`src/rtl/arbiter_pkg.sv`:
```
// Shared types for the adder arbiter: state encoding and grant constants.
package arbiter_pkg;

   typedef enum logic [1:0] {
      IDLE = 2'd0,
      OWN0 = 2'd1,
      OWN1 = 2'd2
   } state_e;

   localparam logic [1:0] GRANT_NONE = 2'b00;
   localparam logic [1:0] GRANT_0    = 2'b01;
   localparam logic [1:0] GRANT_1    = 2'b10;

   function automatic logic [1:0] grant_of(state_e s);
      logic [1:0] g;
      g = GRANT_NONE;
      case (s)
         OWN0:    g = GRANT_0;
         OWN1:    g = GRANT_1;
         default: g = GRANT_NONE;
      endcase
      return g;
   endfunction

endpackage

```
`src/rtl/adder_arbiter_if.sv`:
```
// Client/adder bundle of the arbiter; slave = arbiter, master = clients + adder.
interface adder_arbiter_if #(
   parameter int WIDTH = 8
);
   logic [1:0]       i_request;
   logic [1:0]       o_grant;
   logic             o_busy;
   logic [WIDTH-1:0] i_augend_0;
   logic [WIDTH-1:0] i_addend_0;
   logic [WIDTH-1:0] i_augend_1;
   logic [WIDTH-1:0] i_addend_1;
   logic [WIDTH-1:0] o_sum;
   logic             o_carry;
   logic [WIDTH-1:0] o_adder_augend;
   logic [WIDTH-1:0] o_adder_addend;
   logic [WIDTH-1:0] i_adder_sum;
   logic             i_adder_carry;

   modport slave (
      input  i_request,
      input  i_augend_0, i_addend_0,
      input  i_augend_1, i_addend_1,
      input  i_adder_sum, i_adder_carry,
      output o_grant, o_busy,
      output o_sum, o_carry,
      output o_adder_augend, o_adder_addend
   );

   modport master (
      output i_request,
      output i_augend_0, i_addend_0,
      output i_augend_1, i_addend_1,
      output i_adder_sum, i_adder_carry,
      input  o_grant, o_busy,
      input  o_sum, o_carry,
      input  o_adder_augend, o_adder_addend
   );
endinterface

```
`src/rtl/adder_arbiter_rr_pick.sv`:
```
// Two-way round-robin selector: on a tie the client not granted last wins.
module rr_pick (
   input  logic [1:0] req_i,
   input  logic       last_i,
   output logic       win_o,
   output logic       valid_o
);
   always_comb begin
      win_o   = 1'b0;
      valid_o = |req_i;
      case (req_i)
         2'b01:   win_o = 1'b0;
         2'b10:   win_o = 1'b1;
         2'b11:   win_o = ~last_i;
         default: win_o = 1'b0;
      endcase
   end
endmodule

```
`src/rtl/adder_arbiter.sv`:
```
// Shares one adder between two iterative clients; grant is locked while
// the holder keeps requesting and hands off with no idle cycle.
module adder_arbiter
   import arbiter_pkg::*;
#(
   parameter int WIDTH = 8
) (
   input  logic            i_clock,
   input  logic            i_reset,
   adder_arbiter_if.slave  bus
);
   localparam logic [WIDTH-1:0] ZERO = '0;

   state_e state_q, state_d;
   logic   last_q, last_d;
   logic   pick_win, pick_valid;

   rr_pick u_pick (
      .req_i   (bus.i_request),
      .last_i  (last_q),
      .win_o   (pick_win),
      .valid_o (pick_valid)
   );

   always_comb begin
      state_d = state_q;
      last_d  = last_q;
      unique case (state_q)
         IDLE: begin
            if (pick_valid) begin
               state_d = pick_win ? OWN1 : OWN0;
               last_d  = pick_win;
            end
         end
         OWN0: begin
            if (!bus.i_request[0]) begin
               if (bus.i_request[1]) begin
                  state_d = OWN1;
                  last_d  = 1'b1;
               end else begin
                  state_d = IDLE;
               end
            end
         end
         OWN1: begin
            if (!bus.i_request[1]) begin
               if (bus.i_request[0]) begin
                  state_d = OWN0;
                  last_d  = 1'b0;
               end else begin
                  state_d = IDLE;
               end
            end
         end
         default: state_d = IDLE;
      endcase
   end

   // last resets to 1 so client 0 takes the first tie
   always_ff @(posedge i_clock or negedge i_reset) begin
      if (!i_reset) begin
         state_q <= IDLE;
         last_q  <= 1'b1;
      end else begin
         state_q <= state_d;
         last_q  <= last_d;
      end
   end

   always_comb begin
      bus.o_adder_augend = ZERO;
      bus.o_adder_addend = ZERO;
      unique case (state_q)
         OWN0: begin
            bus.o_adder_augend = bus.i_augend_0;
            bus.o_adder_addend = bus.i_addend_0;
         end
         OWN1: begin
            bus.o_adder_augend = bus.i_augend_1;
            bus.o_adder_addend = bus.i_addend_1;
         end
         default: begin
            bus.o_adder_augend = ZERO;
            bus.o_adder_addend = ZERO;
         end
      endcase
   end

   assign bus.o_grant = grant_of(state_q);
   assign bus.o_busy  = |bus.o_grant;
   assign bus.o_sum   = bus.i_adder_sum;
   assign bus.o_carry = bus.i_adder_carry;

endmodule

```
`src/flat_wrapper.sv`:
```
// flat-port wrapper written by rule: the top's interface ports become plain ports
module adder_arbiter_flat import arbiter_pkg::*;
#(
   parameter int WIDTH = 8
)
  (i_clock, i_reset, bus_i_request, bus_i_augend_0, bus_i_addend_0, bus_i_augend_1, bus_i_addend_1, bus_i_adder_sum, bus_i_adder_carry, bus_o_grant, bus_o_busy, bus_o_sum, bus_o_carry, bus_o_adder_augend, bus_o_adder_addend);
  adder_arbiter_if #(.WIDTH(WIDTH)) bus_i ();
  input  logic i_clock;
  input  logic i_reset;
  input wire logic [$bits(bus_i.i_request)-1:0] bus_i_request;
  input wire logic [$bits(bus_i.i_augend_0)-1:0] bus_i_augend_0;
  input wire logic [$bits(bus_i.i_addend_0)-1:0] bus_i_addend_0;
  input wire logic [$bits(bus_i.i_augend_1)-1:0] bus_i_augend_1;
  input wire logic [$bits(bus_i.i_addend_1)-1:0] bus_i_addend_1;
  input wire logic [$bits(bus_i.i_adder_sum)-1:0] bus_i_adder_sum;
  input wire logic [$bits(bus_i.i_adder_carry)-1:0] bus_i_adder_carry;
  output wire logic [$bits(bus_i.o_grant)-1:0] bus_o_grant;
  output wire logic [$bits(bus_i.o_busy)-1:0] bus_o_busy;
  output wire logic [$bits(bus_i.o_sum)-1:0] bus_o_sum;
  output wire logic [$bits(bus_i.o_carry)-1:0] bus_o_carry;
  output wire logic [$bits(bus_i.o_adder_augend)-1:0] bus_o_adder_augend;
  output wire logic [$bits(bus_i.o_adder_addend)-1:0] bus_o_adder_addend;
  assign bus_i.i_request = bus_i_request;
  assign bus_i.i_augend_0 = bus_i_augend_0;
  assign bus_i.i_addend_0 = bus_i_addend_0;
  assign bus_i.i_augend_1 = bus_i_augend_1;
  assign bus_i.i_addend_1 = bus_i_addend_1;
  assign bus_i.i_adder_sum = bus_i_adder_sum;
  assign bus_i.i_adder_carry = bus_i_adder_carry;
  assign bus_o_grant = bus_i.o_grant;
  assign bus_o_busy = bus_i.o_busy;
  assign bus_o_sum = bus_i.o_sum;
  assign bus_o_carry = bus_i.o_carry;
  assign bus_o_adder_augend = bus_i.o_adder_augend;
  assign bus_o_adder_addend = bus_i.o_adder_addend;
  adder_arbiter #(.WIDTH(WIDTH)) u_core (.i_clock(i_clock), .i_reset(i_reset), .bus(bus_i));
endmodule
```
`config.mk`:
```
export PLATFORM = sky130hd
export DESIGN_NAME = adder_arbiter_flat
export DESIGN_NICKNAME = d
export VERILOG_FILES = /design/src/rtl/arbiter_pkg.sv /design/src/rtl/adder_arbiter_if.sv /design/src/rtl/adder_arbiter_rr_pick.sv /design/src/rtl/adder_arbiter.sv /design/src/flat_wrapper.sv
export SDC_FILE = /design/constraint.sdc
export NUM_CORES = 1
export LEC_CHECK = 0
export ABC_CLOCK_PERIOD_IN_PS = 1700
export CORE_AREA = 2 2 39 41
export CTS_CLUSTER_SIZE = 30
export DETAILED_ROUTE_END_ITERATION = 6
export DIE_AREA = 0 0 41 43
export DONT_BUFFER_PORTS = 1
export GPL_TIMING_DRIVEN = 0
export RECOVER_POWER = 25
export SYNTH_ARGS = -nofsm -noshare
export SYNTH_HDL_FRONTEND = slang
export SYNTH_SLANG_ARGS = --single-unit
```
`constraint.sdc`:
```
create_clock -name i_clock -period 1.7 [get_ports i_clock]
set_input_delay 0.17 -clock i_clock [delete_from_list [all_inputs] [get_ports i_clock]]
set_output_delay 0.17 -clock i_clock [all_outputs]
set_load 0.01 [all_outputs]
```
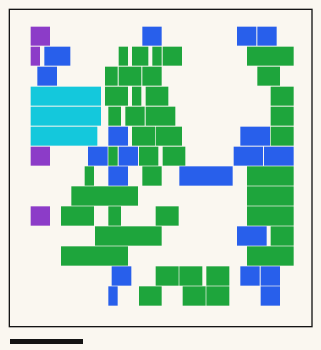
run_1/cell_classes.png
The bar under the picture is 10 µm long.
color	class	cells
green	all other logic	42
blue	other buffers and delay cells	19
purple	clock drivers and dummy loads	4
cyan	flip-flops	3

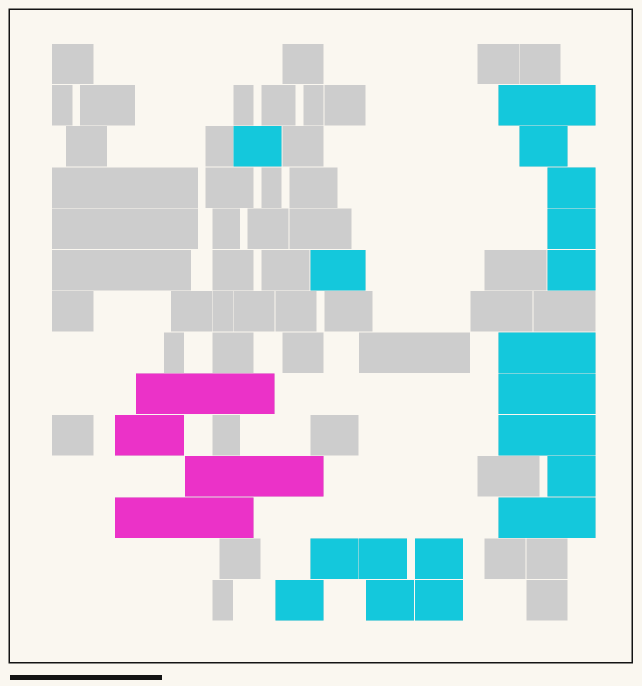
run_1/gate_families.png
The bar under the picture is 10 µm long.
color	family	cells
cyan	AND-OR and OR-AND gates	18
magenta	adder and majority cells	4

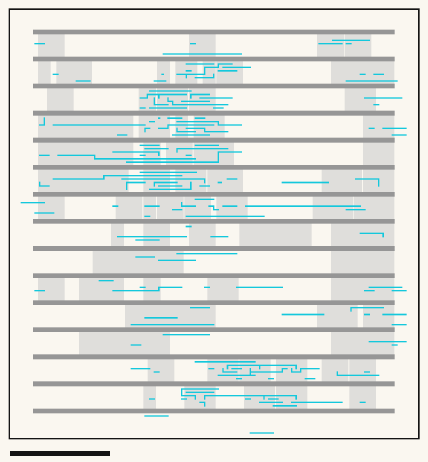
run_1/met1.png
The bar under the picture is 10 µm long. Supply wires on this layer in gray. Cells faint in the background.
main direction	horizontal
wire length on this layer	406 µm

==> report_table.html, run 1 <==
<p>Metrics extracted from the flow reports.</p>
<table>
<tr><th>Metric</th><th>Value</th></tr>
<tr><th colspan="2">Die</th></tr>
<tr><td>Core outline area</td><td>1380 µm²</td></tr>
<tr><td>DIE AREA</td><td>1760 µm²</td></tr>
<tr><td>Horizontal die dimension</td><td>41 µm</td></tr>
<tr><td>Io pins</td><td>73</td></tr>
<tr><td>Core Rows</td><td>14</td></tr>
<tr><td>Initial cell density of the core</td><td>36.3%</td></tr>
<tr><th colspan="2">Synthesis</th></tr>
<tr><td>Post-synth EDFFs</td><td>0</td></tr>
<tr><td>Dominant cell area share</td><td>29.6%</td></tr>
<tr><td>Main area contributors</td><td>a22o_1 (30%), buf_4 (15%), dfrtp_1 (10%)</td></tr>
<tr><td>Mean cell area of the mapped netlist</td><td>8.67 µm²</td></tr>
<tr><td>Most common cell in the synthesized netlist</td><td>a22o_1</td></tr>
<tr><td>Yosys stat chip area</td><td>503 µm²</td></tr>
<tr><td>Synthesized netlist net count</td><td>107</td></tr>
<tr><td>Cells in synth_stat.txt</td><td>58</td></tr>
<tr><td>Dominant Register Cell</td><td>dfrtp_1</td></tr>
<tr><td>Synth unique cells</td><td>23</td></tr>
<tr><td>Async set or reset register ratio after synthesis</td><td>100%</td></tr>
<tr><td>Library cell with the largest summed area after synthesis</td><td>a22o_1</td></tr>
<tr><td>Synthesis Warnings</td><td>0</td></tr>
<tr><th colspan="2">Finish</th></tr>
<tr><td>Synth-to-Final Area Change</td><td>42.3%</td></tr>
<tr><td>Filler Cell Count</td><td>130</td></tr>
<tr><td>Seq. cell area</td><td>77.6 µm²</td></tr>
<tr><td>Multi-input gate area</td><td>412 µm²</td></tr>
<tr><td>Utilization of the core after routing</td><td>51.7%</td></tr>
<tr><td>Layout cells sized above 1</td><td>51.5%</td></tr>
<tr><td>Top cells excl fill/tap</td><td>a22o_1 (12), buf_4 (12), a22o_4 (5)</td></tr>
<tr><td>Post-route design area</td><td>716 µm²</td></tr>
<tr><td>Net count, final</td><td>118</td></tr>
<tr><td>Number of antenna cells inserted</td><td>0</td></tr>
<tr><th colspan="2">Global routing</th></tr>
<tr><td>Met1 demand-to-capacity share in global routing</td><td>16.0%</td></tr>
<tr><td>Wire length of the first global-routing pass</td><td>1.98 mm</td></tr>
<tr><td>Global Route Usage Sum</td><td>16.4%</td></tr>
<tr><td>Vias in the first global route</td><td>464</td></tr>
<tr><td>Pin count of the biggest net entering global routing</td><td>9</td></tr>
<tr><td>Met2 usage in global routing</td><td>30.0%</td></tr>
<tr><th colspan="2">Clock network</th></tr>
<tr><td>Clock sink total</td><td>3</td></tr>
<tr><td>Clock-pin slew of the registers on the worst-case setup and hold paths</td><td>40 ps</td></tr>
<tr><td>Library cell used as clock root buffer</td><td>clkbuf_4</td></tr>
<tr><td>Depth of the CTS H-tree</td><td>1</td></tr>
<tr><th colspan="2">Critical path</th></tr>
<tr><td>Endpoint arrival time on the critical path</td><td>1540 ps</td></tr>
<tr><td>Register-to-register setup slack</td><td>100 ps</td></tr>
<tr><td>Type of the setup path with the least slack</td><td>reg2out</td></tr>
<tr><td>Worst-case reg-to-reg path depth</td><td>5</td></tr>
<tr><td>Critical path required time</td><td>1530 ps</td></tr>
<tr><td>R2R Path Start</td><td>u_core.state_q[0]</td></tr>
<tr><td>Terminus of the critical flop-to-flop path</td><td>u_core.last_q</td></tr>
<tr><td>Critical path peak fanout</td><td>8</td></tr>
<tr><td>Crit path capture type</td><td>output pin</td></tr>
<tr><th colspan="2">Placement</th></tr>
<tr><td>DP Cell Count</td><td>74</td></tr>
<tr><td>Final HPWL from detailed placement</td><td>1000 µm</td></tr>
<tr><td>Weighted congestion reported at the end of routability-driven placement</td><td>0.818</td></tr>
<tr><td>Number of buffer cells added on primary ports</td><td>0</td></tr>
<tr><td>Place WS</td><td>-95.4 ps</td></tr>
<tr><th colspan="2">STA</th></tr>
<tr><td>Tcrit/Tclk final</td><td>101%</td></tr>
<tr><td>Unrepaired setup endpoints after global routing</td><td>yes</td></tr>
<tr><td>Slew of the pin with the lowest slew margin</td><td>365 ps</td></tr>
<tr><td>Final setup violation count</td><td>6</td></tr>
<tr><td>Post-layout worst setup margin</td><td>-9.57 ps</td></tr>
<tr><td>Layout Skew</td><td>0.719 ps</td></tr>
<tr><td>Shortest period the worst path allows</td><td>1710 ps</td></tr>
<tr><th colspan="2">Drt</th></tr>
<tr><td>Met3 Routed Length</td><td>117 µm</td></tr>
<tr><td>Count of vias placed by the detailed router</td><td>507</td></tr>
<tr><td>Met2 WL post-DR</td><td>817 µm</td></tr>
<tr><td>Total DRC errors in the routed layout</td><td>0</td></tr>
<tr><td>Drt wl/cell</td><td>16.0 µm</td></tr>
<tr><td>Vias per cell</td><td>6.04</td></tr>
<tr><td>Antenna Violating Nets Remaining</td><td>0</td></tr>
<tr><td>Highest metal layer with signal wires</td><td>met3</td></tr>
<tr><td>DR pass1 iterations</td><td>3</td></tr>
<tr><td>Total Wirelength</td><td>1.34 mm</td></tr>
<tr><th colspan="2">Worst hold path</th></tr>
<tr><td>Terminating pin of the worst hold path</td><td>u_core.state_q[1]</td></tr>
<tr><td>Hold path startpoint</td><td>bus_i_request[1]</td></tr>
<tr><td>Worst hold path type</td><td>in2reg</td></tr>
<tr><th colspan="2">Outcome</th></tr>
<tr><td>Run status</td><td>complete, but fails checks</td></tr>
<tr><td>Violated checks</td><td>negative setup slack</td></tr>
<tr><th colspan="2">Power and ir drop</th></tr>
<tr><td>Peak supply drop</td><td>796 µV</td></tr>
<tr><td>Leakage power</td><td>0.319 nW</td></tr>
<tr><th colspan="2">Flow run</th></tr>
<tr><td>Count of max-cap constraint violations</td><td>0</td></tr>
</table>
run 1: sequential cells by signal (all words and copies together) (netlist names):
| name | cells |
|---|---|
| u_core.state_q | 2 |
| u_core.last_q | 1 |
run 1: worst max-delay path, stage by stage (launching register included):
cell     delay [ps]
dfrtp_1         390
inv_2           110
ha_4            230
and2_4          190
buf_6           130
a22o_4          250
run 1: worst max path at each step:
stage,from,end,slack (ps),cells past startpoint
after floorplan,u_core.state_q[0],bus_o_adder_addend[0],30,6
after global placement,u_core.state_q[0],bus_o_adder_augend[1],-70,6
after detailed placement,u_core.state_q[0],bus_o_adder_augend[1],-100,6
after CTS,u_core.state_q[1],bus_o_adder_addend[4],-40,5
after global routing,u_core.state_q[0],bus_o_adder_addend[0],-90,5
final,u_core.state_q[0],bus_o_adder_augend[1],-10,5
run 1: what timing repair did:
| item | 4_1_cts | 5_1_grt |
|---|---|---|
| setup endpoints to repair | 17 | 17 |
| pin swaps | 9 | 4 |
| gates resized | 19 | 6 |
| hold buffers | 1 | 0 |
| gates cloned | 2 | 0 |
| setup buffers | 4 | 1 |
| hold endpoints to repair | 3 | 0 |
run 1: logic make-up (layout without fill, tap and decap cells):
group	Yosys count	in the layout	synth area share, %
compound gates	27	27	44.0
fa+ha+maj	4	4	9.95
buf+inv	16	26	20.1
flops	3	3	15.2
mux	1	1	2.24
simple gates	7	7	8.46
run 1: power by group:
part	total [mW]	switching (mW)	internal, mW
combinational	0.956	0.455	0.501
clock	0.122	0.0345	0.0878
sequential	0.144	0.0290	0.115
run 1: area by class of cell:
type,count,area share (%)
Buffer,11,12.1
Clock buffer,4,3.67
Inverter,3,1.57
Multi-Input combinational cell,39,57.5
Sequential cell,3,10.8
Tap cell,16,2.80
Timing Repair Buffer,8,11.5
==> run 2, diff against run 1 <==
--- a/config.mk
+++ b/config.mk
@@ -13,6 +13,7 @@
 export DONT_BUFFER_PORTS = 1
 export GPL_TIMING_DRIVEN = 0
 export RECOVER_POWER = 25
+export SKIP_LAST_GASP = 1
 export SYNTH_ARGS = -nofsm -noshare
 export SYNTH_HDL_FRONTEND = slang
 export SYNTH_SLANG_ARGS = --single-unit
==> report_table.html, run 2 <==
<p>Metrics extracted from the flow reports.</p>
<table>
<tr><th>Metric</th><th>Value</th></tr>
<tr><th colspan="2">Flow run</th></tr>
<tr><td>Count of max-cap constraint violations</td><td>0</td></tr>
<tr><th colspan="2">Critical path</th></tr>
<tr><td>Critical path peak fanout</td><td>8</td></tr>
<tr><td>Terminus of the critical flop-to-flop path</td><td>u_core.last_q</td></tr>
<tr><td>Critical path's top delay family</td><td>flip-flops</td></tr>
<tr><td>Cell breakdown of the critical path</td><td>inv_2, ha_4, and2_4, buf_6, a22o_4</td></tr>
<tr><td>Slowest Stage Delay on Critical Path</td><td>390 ps</td></tr>
<tr><td>Endpoint arrival time on the critical path</td><td>1540 ps</td></tr>
<tr><td>R2R Path Start</td><td>u_core.state_q[0]</td></tr>
<tr><th colspan="2">Finish</th></tr>
<tr><td>Number of antenna cells inserted</td><td>0</td></tr>
<tr><td>Registers with the highest flip-flop counts</td><td>u_core.state_q x2, u_core.last_q x1</td></tr>
<tr><td>Net count, final</td><td>118</td></tr>
<tr><td>Top cells excl fill/tap</td><td>a22o_1 (12), buf_4 (12), a22o_4 (5)</td></tr>
<tr><td>Layout cells sized above 1</td><td>51.5%</td></tr>
<tr><td>Utilization of the core after routing</td><td>51.7%</td></tr>
<tr><td>Max FFs per register</td><td>2</td></tr>
<tr><td>Filler Cell Count</td><td>130</td></tr>
<tr><td>Biggest register</td><td>u_core.state_q</td></tr>
<tr><th colspan="2">Clock network</th></tr>
<tr><td>Library cell used as clock root buffer</td><td>clkbuf_4</td></tr>
<tr><td>Setup repair bufs after CTS</td><td>4</td></tr>
<tr><td>Depth of the CTS H-tree</td><td>1</td></tr>
<tr><td>Number of gates resized after CTS</td><td>19</td></tr>
<tr><td>Clock sink total</td><td>3</td></tr>
<tr><td>Clock-pin slew of the registers on the worst-case setup and hold paths</td><td>40 ps</td></tr>
<tr><th colspan="2">Synthesis</th></tr>
<tr><td>Dominant cell area share</td><td>29.6%</td></tr>
<tr><td>Yosys stat chip area</td><td>503 µm²</td></tr>
<tr><td>Library cell with the largest summed area after synthesis</td><td>a22o_1</td></tr>
<tr><td>Async set or reset register ratio after synthesis</td><td>100%</td></tr>
<tr><td>Mean cell area of the mapped netlist</td><td>8.67 µm²</td></tr>
<tr><td>Post-synth EDFFs</td><td>0</td></tr>
<tr><td>Cells in synth_stat.txt</td><td>58</td></tr>
<tr><td>Synth unique cells</td><td>23</td></tr>
<tr><td>Most common cell in the synthesized netlist</td><td>a22o_1</td></tr>
<tr><th colspan="2">Drt</th></tr>
<tr><td>Drt wl/cell</td><td>16.0 µm</td></tr>
<tr><td>Count of vias placed by the detailed router</td><td>507</td></tr>
<tr><td>Vias per cell</td><td>6.04</td></tr>
<tr><td>Total Wirelength</td><td>1.34 mm</td></tr>
<tr><td>Antenna Violating Nets Remaining</td><td>0</td></tr>
<tr><th colspan="2">Die</th></tr>
<tr><td>Horizontal die dimension</td><td>41 µm</td></tr>
<tr><td>Initial cell density of the core</td><td>36.3%</td></tr>
<tr><td>Core Rows</td><td>14</td></tr>
<tr><th colspan="2">STA</th></tr>
<tr><td>Tcrit/Tclk final</td><td>101%</td></tr>
<tr><td>Slew of the pin with the lowest slew margin</td><td>365 ps</td></tr>
<tr><td>Post-layout worst setup margin</td><td>-9.57 ps</td></tr>
<tr><td>Unrepaired setup endpoints after global routing</td><td>yes</td></tr>
<tr><td>Shortest period the worst path allows</td><td>1710 ps</td></tr>
<tr><td>Final setup violation count</td><td>6</td></tr>
<tr><th colspan="2">Power and ir drop</th></tr>
<tr><td>Clock power share</td><td>10.0%</td></tr>
<tr><td>Share of total power in sequential cells</td><td>11.8%</td></tr>
<tr><td>Part of the power in combinational logic</td><td>78.2%</td></tr>
<tr><td>Peak supply drop</td><td>796 µV</td></tr>
<tr><td>Power dissipated by switching net loads</td><td>518 µW</td></tr>
<tr><td>Internal power of the cells</td><td>705 µW</td></tr>
<tr><th colspan="2">Placement</th></tr>
<tr><td>DP Cell Count</td><td>74</td></tr>
<tr><td>Place WS</td><td>-95.4 ps</td></tr>
<tr><td>Final HPWL from detailed placement</td><td>1000 µm</td></tr>
<tr><th colspan="2">Global routing</th></tr>
<tr><td>Pin count of the biggest net entering global routing</td><td>9</td></tr>
<tr><td>Wire length of the first global-routing pass</td><td>1.98 mm</td></tr>
<tr><td>Vias in the first global route</td><td>464</td></tr>
<tr><th colspan="2">Worst hold path</th></tr>
<tr><td>Terminating pin of the worst hold path</td><td>u_core.state_q[1]</td></tr>
<tr><td>Worst hold path type</td><td>in2reg</td></tr>
<tr><td>Hold path startpoint</td><td>bus_i_request[1]</td></tr>
<tr><th colspan="2">Outcome</th></tr>
<tr><td>Run status</td><td>complete, but fails checks</td></tr>
<tr><td>Violated checks</td><td>negative setup slack</td></tr>
</table>
==> run 2: cell counts after synthesis <==
No cell type changed its count.
==> run 2: worst max-delay path by stage <==
| stage | startpoint | cells after the start | end | slack [ps] |
|---|---|---|---|---|
| 2_1_floorplan | u_core.state_q[0] | 6 | bus_o_adder_addend[0] | 30 |
| 3_3_place_gp | u_core.state_q[0] | 6 | bus_o_adder_augend[1] | -70 |
| 3_5_place_dp | u_core.state_q[0] | 6 | bus_o_adder_augend[1] | -100 |
| 4_1_cts | u_core.state_q[1] | 5 | bus_o_adder_addend[4] | -40 |
| 5_1_grt | u_core.state_q[0] | 5 | bus_o_adder_addend[0] | -90 |
| 6_report | u_core.state_q[0] | 5 | bus_o_adder_augend[1] | -10 |
==> run 2: area by class of cell <==
class                   count  area, µm²  area share, %
plain buffers              11       86.3           12.1
inverters                   3       11.3           1.57
well taps                  16       20.0           2.80
repair buffers              8       82.6           11.5
clock buffers               4       26.3           3.67
flip-flops and latches      3       77.6           10.8
multi-input cells          39        412           57.5
==> run 2: layer usage <==
layer | up-vias | part of all wire (%)
met5 | - | 0
met4 | 0 | 0
met3 | 0 | 8.7
met2 | 34 | 61
met1 | 238 | 30
li1 | 235 | -
==> run 2: power by group through the flow <==
stage	clock [mW]	combinational (mW)	sequential, mW
final	0.122	0.956	0.144
after CTS	0.131	0.885	0.143
after global routing	0.136	1.05	0.149
after floorplan	0	0.561	0.135
after global placement	0	0.639	0.142
after detailed placement	0	0.645	0.143
==> run 2: cell families after synthesis <==
group | count (synthesis) | share of synthesized area, %
mux | 1 | 2.24
fa+ha+maj | 4 | 9.95
simple gates | 7 | 8.46
flops | 3 | 15.2
buf+inv | 16 | 20.1
compound gates | 27 | 44.0
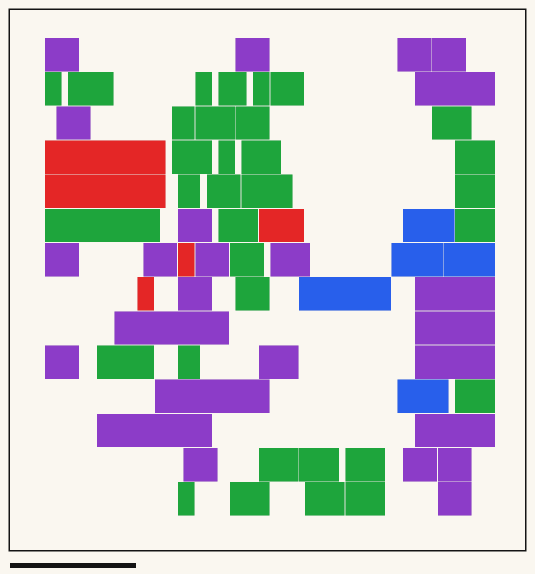
run_2/drive_strength.png
The bar under the picture is 10 µm long.
color	size	cells	share	most used
blue	drive 6 and up	5	7.4%	buf_6
purple	drive 3 to 4	25	37%	buf_4
red	drive 2	5	7.4%	inv_2
green	drive 1 or less	33	49%	a22o_1

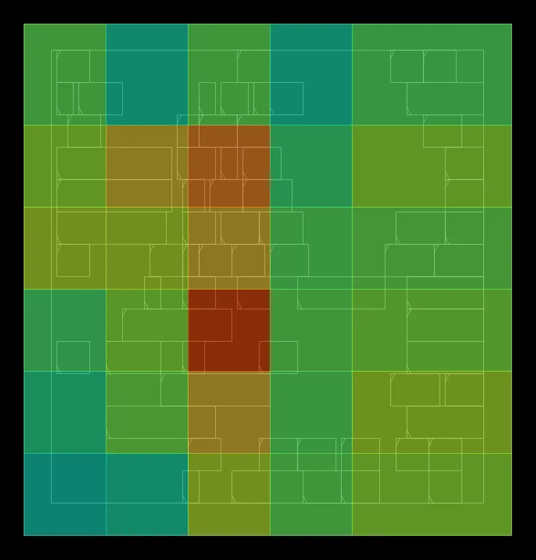
run_2/final_congestion.png
grt met3 use: 3.14%
Global Route Usage Sum: 16.4%

==> run 3, diff against run 2 <==
--- a/config.mk
+++ b/config.mk
@@ -5,7 +5,7 @@
 export SDC_FILE = /design/constraint.sdc
 export NUM_CORES = 1
 export LEC_CHECK = 0
-export ABC_CLOCK_PERIOD_IN_PS = 1700
+export ABC_CLOCK_PERIOD_IN_PS = 1400
 export CORE_AREA = 2 2 39 41
 export CTS_CLUSTER_SIZE = 30
 export DETAILED_ROUTE_END_ITERATION = 6
@@ -13,6 +13,7 @@
 export DONT_BUFFER_PORTS = 1
 export GPL_TIMING_DRIVEN = 0
 export RECOVER_POWER = 25
+export SKIP_CTS_REPAIR_TIMING = 1
 export SKIP_LAST_GASP = 1
 export SYNTH_ARGS = -nofsm -noshare
 export SYNTH_HDL_FRONTEND = slang
==> constraint.sdc (replaced) <==
create_clock -name i_clock -period 1.4 [get_ports i_clock]
set_input_delay 0.14 -clock i_clock [delete_from_list [all_inputs] [get_ports i_clock]]
set_output_delay 0.14 -clock i_clock [all_outputs]
set_load 0.01 [all_outputs]
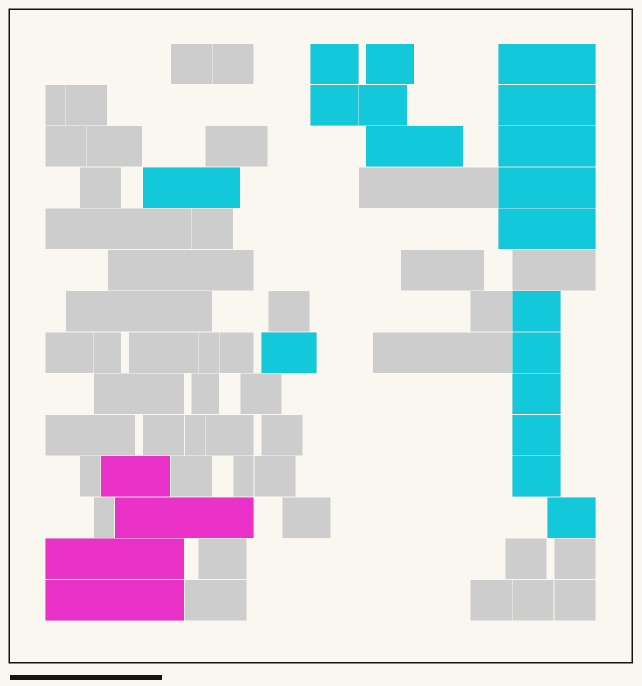
run_3/gate_families.png
The bar under the picture is 10 µm long.
color	family	cells
magenta	adder and majority cells	4
cyan	AND-OR and OR-AND gates	18

==> report_table.html, run 3 <==
<p>Metrics extracted from the flow reports.</p>
<table>
<tr><th>Metric</th><th>Value</th></tr>
<tr><th colspan="2">Outcome</th></tr>
<tr><td>Run status</td><td>complete, but fails checks</td></tr>
<tr><td>Violated checks</td><td>negative setup slack</td></tr>
<tr><th colspan="2">Synthesis</th></tr>
<tr><td>Synth unique cells</td><td>23</td></tr>
<tr><td>Library cell with the largest summed area after synthesis</td><td>a22o_1</td></tr>
<tr><td>Most common cell in the synthesized netlist</td><td>a22o_1</td></tr>
<tr><td>Dominant cell area share</td><td>29.6%</td></tr>
<tr><td>Mean cell area of the mapped netlist</td><td>8.67 µm²</td></tr>
<tr><td>Synthesized netlist net count</td><td>107</td></tr>
<tr><td>Synthesis Warnings</td><td>0</td></tr>
<tr><td>Yosys stat chip area</td><td>503 µm²</td></tr>
<tr><td>Cells in synth_stat.txt</td><td>58</td></tr>
<tr><td>Main area contributors</td><td>a22o_1 (30%), buf_4 (15%), dfrtp_1 (10%)</td></tr>
<tr><td>Async set or reset register ratio after synthesis</td><td>100%</td></tr>
<tr><td>Post-synth EDFFs</td><td>0</td></tr>
<tr><th colspan="2">Global routing</th></tr>
<tr><td>Pin count of the biggest net entering global routing</td><td>11</td></tr>
<tr><td>Wire length of the first global-routing pass</td><td>1.40 mm</td></tr>
<tr><td>Antenna violations before repair</td><td>0</td></tr>
<tr><td>Global Route Usage Sum</td><td>11.6%</td></tr>
<tr><td>Vias in the first global route</td><td>332</td></tr>
<tr><th colspan="2">Finish</th></tr>
<tr><td>Synth-to-Final Area Change</td><td>53.7%</td></tr>
<tr><td>Seq. cell area</td><td>78.8 µm²</td></tr>
<tr><td>Number of antenna cells inserted</td><td>0</td></tr>
<tr><td>Multi-Input Combinational</td><td>39</td></tr>
<tr><td>Fraction of area in multi-input gates</td><td>58.6%</td></tr>
<tr><td>Registers with the highest flip-flop counts</td><td>u_core.state_q x2, u_core.last_q x1</td></tr>
<tr><td>Biggest register</td><td>u_core.state_q</td></tr>
<tr><td>Multi-input gate area</td><td>453 µm²</td></tr>
<tr><td>Layout cells sized above 1</td><td>62.1%</td></tr>
<tr><td>Filler Cell Count</td><td>120</td></tr>
<tr><td>Number of non-clock buffers in the layout</td><td>17</td></tr>
<tr><td>Net count, final</td><td>116</td></tr>
<tr><td>Clock buf count</td><td>4</td></tr>
<tr><td>Fraction of area in clock buffers and inverters</td><td>3.40%</td></tr>
<tr><td>Flop Count</td><td>3</td></tr>
<tr><td>Utilization of the core after routing</td><td>55.9%</td></tr>
<tr><td>Inverters</td><td>3</td></tr>
<tr><td>Leading cell kind</td><td>combinational gates</td></tr>
<tr><th colspan="2">STA</th></tr>
<tr><td>Unrepaired setup endpoints after global routing</td><td>yes</td></tr>
<tr><td>Layout Skew</td><td>3.92 ps</td></tr>
<tr><td>Final setup violation count</td><td>18</td></tr>
<tr><td>Post-layout worst setup margin</td><td>-362 ps</td></tr>
<tr><td>Slew of the pin with the lowest slew margin</td><td>300 ps</td></tr>
<tr><th colspan="2">Power and ir drop</th></tr>
<tr><td>Leakage power</td><td>0.345 nW</td></tr>
<tr><td>Part of the power in combinational logic</td><td>78.4%</td></tr>
<tr><td>Power dissipated by switching net loads</td><td>681 µW</td></tr>
<tr><td>Share of total power in sequential cells</td><td>11.9%</td></tr>
<tr><td>Internal power of the cells</td><td>918 µW</td></tr>
<tr><td>Final Power</td><td>1.60 mW</td></tr>
<tr><td>Switching power as a share of total power</td><td>42.6%</td></tr>
<tr><td>Peak supply drop</td><td>1290 µV</td></tr>
<tr><td>Clock power share</td><td>9.7%</td></tr>
<tr><th colspan="2">Placement</th></tr>
<tr><td>Final HPWL from detailed placement</td><td>1.02 mm</td></tr>
<tr><td>Number of buffer cells added on primary ports</td><td>0</td></tr>
<tr><td>DP Cell Count</td><td>74</td></tr>
<tr><th colspan="2">Drt</th></tr>
<tr><td>Antenna Violating Nets Remaining</td><td>0</td></tr>
<tr><td>Count of vias placed by the detailed router</td><td>512</td></tr>
<tr><td>Total DRC errors in the routed layout</td><td>0</td></tr>
<tr><td>DR pass1 iterations</td><td>4</td></tr>
<tr><td>Total Wirelength</td><td>1.49 mm</td></tr>
<tr><td>Vias per cell</td><td>6.24</td></tr>
<tr><th colspan="2">Die</th></tr>
<tr><td>Horizontal die dimension</td><td>41 µm</td></tr>
<tr><td>Io pins</td><td>73</td></tr>
<tr><td>DIE AREA</td><td>1760 µm²</td></tr>
<tr><td>Initial cell density of the core</td><td>36.3%</td></tr>
<tr><td>Core Rows</td><td>14</td></tr>
<tr><td>Core outline area</td><td>1380 µm²</td></tr>
<tr><th colspan="2">Flow run</th></tr>
<tr><td>Count of max-cap constraint violations</td><td>0</td></tr>
<tr><th colspan="2">Critical path</th></tr>
<tr><td>Endpoint arrival time on the critical path</td><td>1620 ps</td></tr>
<tr><td>Type of the setup path with the least slack</td><td>reg2out</td></tr>
<tr><td>Critical path peak fanout</td><td>8</td></tr>
<tr><td>R2R Path Start</td><td>u_core.state_q[0]</td></tr>
<tr><td>Critical path required time</td><td>1260 ps</td></tr>
<tr><td>Crit path capture type</td><td>output pin</td></tr>
<tr><td>Critical Path Source</td><td>u_core.state_q[0]</td></tr>
<tr><th colspan="2">Clock network</th></tr>
<tr><td>Clock-pin slew of the registers on the worst-case setup and hold paths</td><td>40 ps</td></tr>
<tr><td>Clock sink total</td><td>3</td></tr>
<tr><td>Buffer depth of the longest clock path</td><td>2</td></tr>
<tr><td>Library cell used as clock root buffer</td><td>clkbuf_4</td></tr>
<tr><td>Depth of the CTS H-tree</td><td>1</td></tr>
<tr><th colspan="2">Worst hold path</th></tr>
<tr><td>Hold path startpoint</td><td>bus_i_request[1]</td></tr>
<tr><td>Worst hold path type</td><td>in2reg</td></tr>
</table>
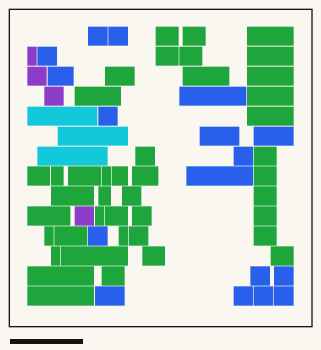
run_3/cell_classes.png
The bar under the picture is 10 µm long.
color	class	cells
green	all other logic	42
purple	clock drivers and dummy loads	4
cyan	flip-flops	3
blue	other buffers and delay cells	17

## run 3: metal layers
layer  share of wire [%]  vias up  wire length [µm]  GRT usage [%]
met5                   0        -                 0              0
met4                0.80        0                12           6.00
met1                  33      233               495           13.6
li1                    -      233                 -              -
met3                  12        2               180           1.57
met2                  54       44               803           19.1
## run 3: final timing paths
check,to,slack (ps),cells past startpoint
max in group asynchronous,u_core.last_q,1030,1
hold / removal,u_core.state_q[1],60,2
min in group asynchronous,u_core.state_q[1],150,1
setup reg to reg,u_core.last_q,-250,6
setup / recovery,bus_o_adder_addend[3],-360,6
hold reg to reg,u_core.state_q[1],550,2
## run 3: power by group through the flow
stage	Clock, mW	Sequential, mW	Combinational, mW
2_1_floorplan	0	0.169	0.797
3_3_place_gp	0	0.180	0.910
3_5_place_dp	0	0.181	0.908
4_1_cts	0.159	0.180	0.910
5_1_grt	0.163	0.199	1.34
6_report	0.155	0.191	1.25
## run 3: per-stage QoR
step	hold WS (ps)	TNS [ps]	cell area [µm²]	setup slack [ps]
floorplan	-156	-859	548	-79.7
global placement	-156	-2060	568	-201
detailed placement	-156	-1970	568	-195
CTS	-407	-6070	594	-409
global route	75.7	-6180	773	-409
finish	64.5	-5150	773	-362
## run 3: logic make-up after synthesis
logic type,share of synthesized area [%]
buffers and inverters,20.1
multiplexers,2.24
AND/OR/NAND/NOR,8.46
AND-OR/OR-AND,44.0
adder cells (fa/ha/maj),9.95
flip-flops,15.2
## run 3: worst max-delay path: stages, from the launching register on
cell       delay [ps]
dfrtp_2           410
inv_2              70
buf_6             120
ha_4              180
and2_4            200
clkbuf_16         150
a22o_4            250
Power is estimated from default activity; no workload was simulated.
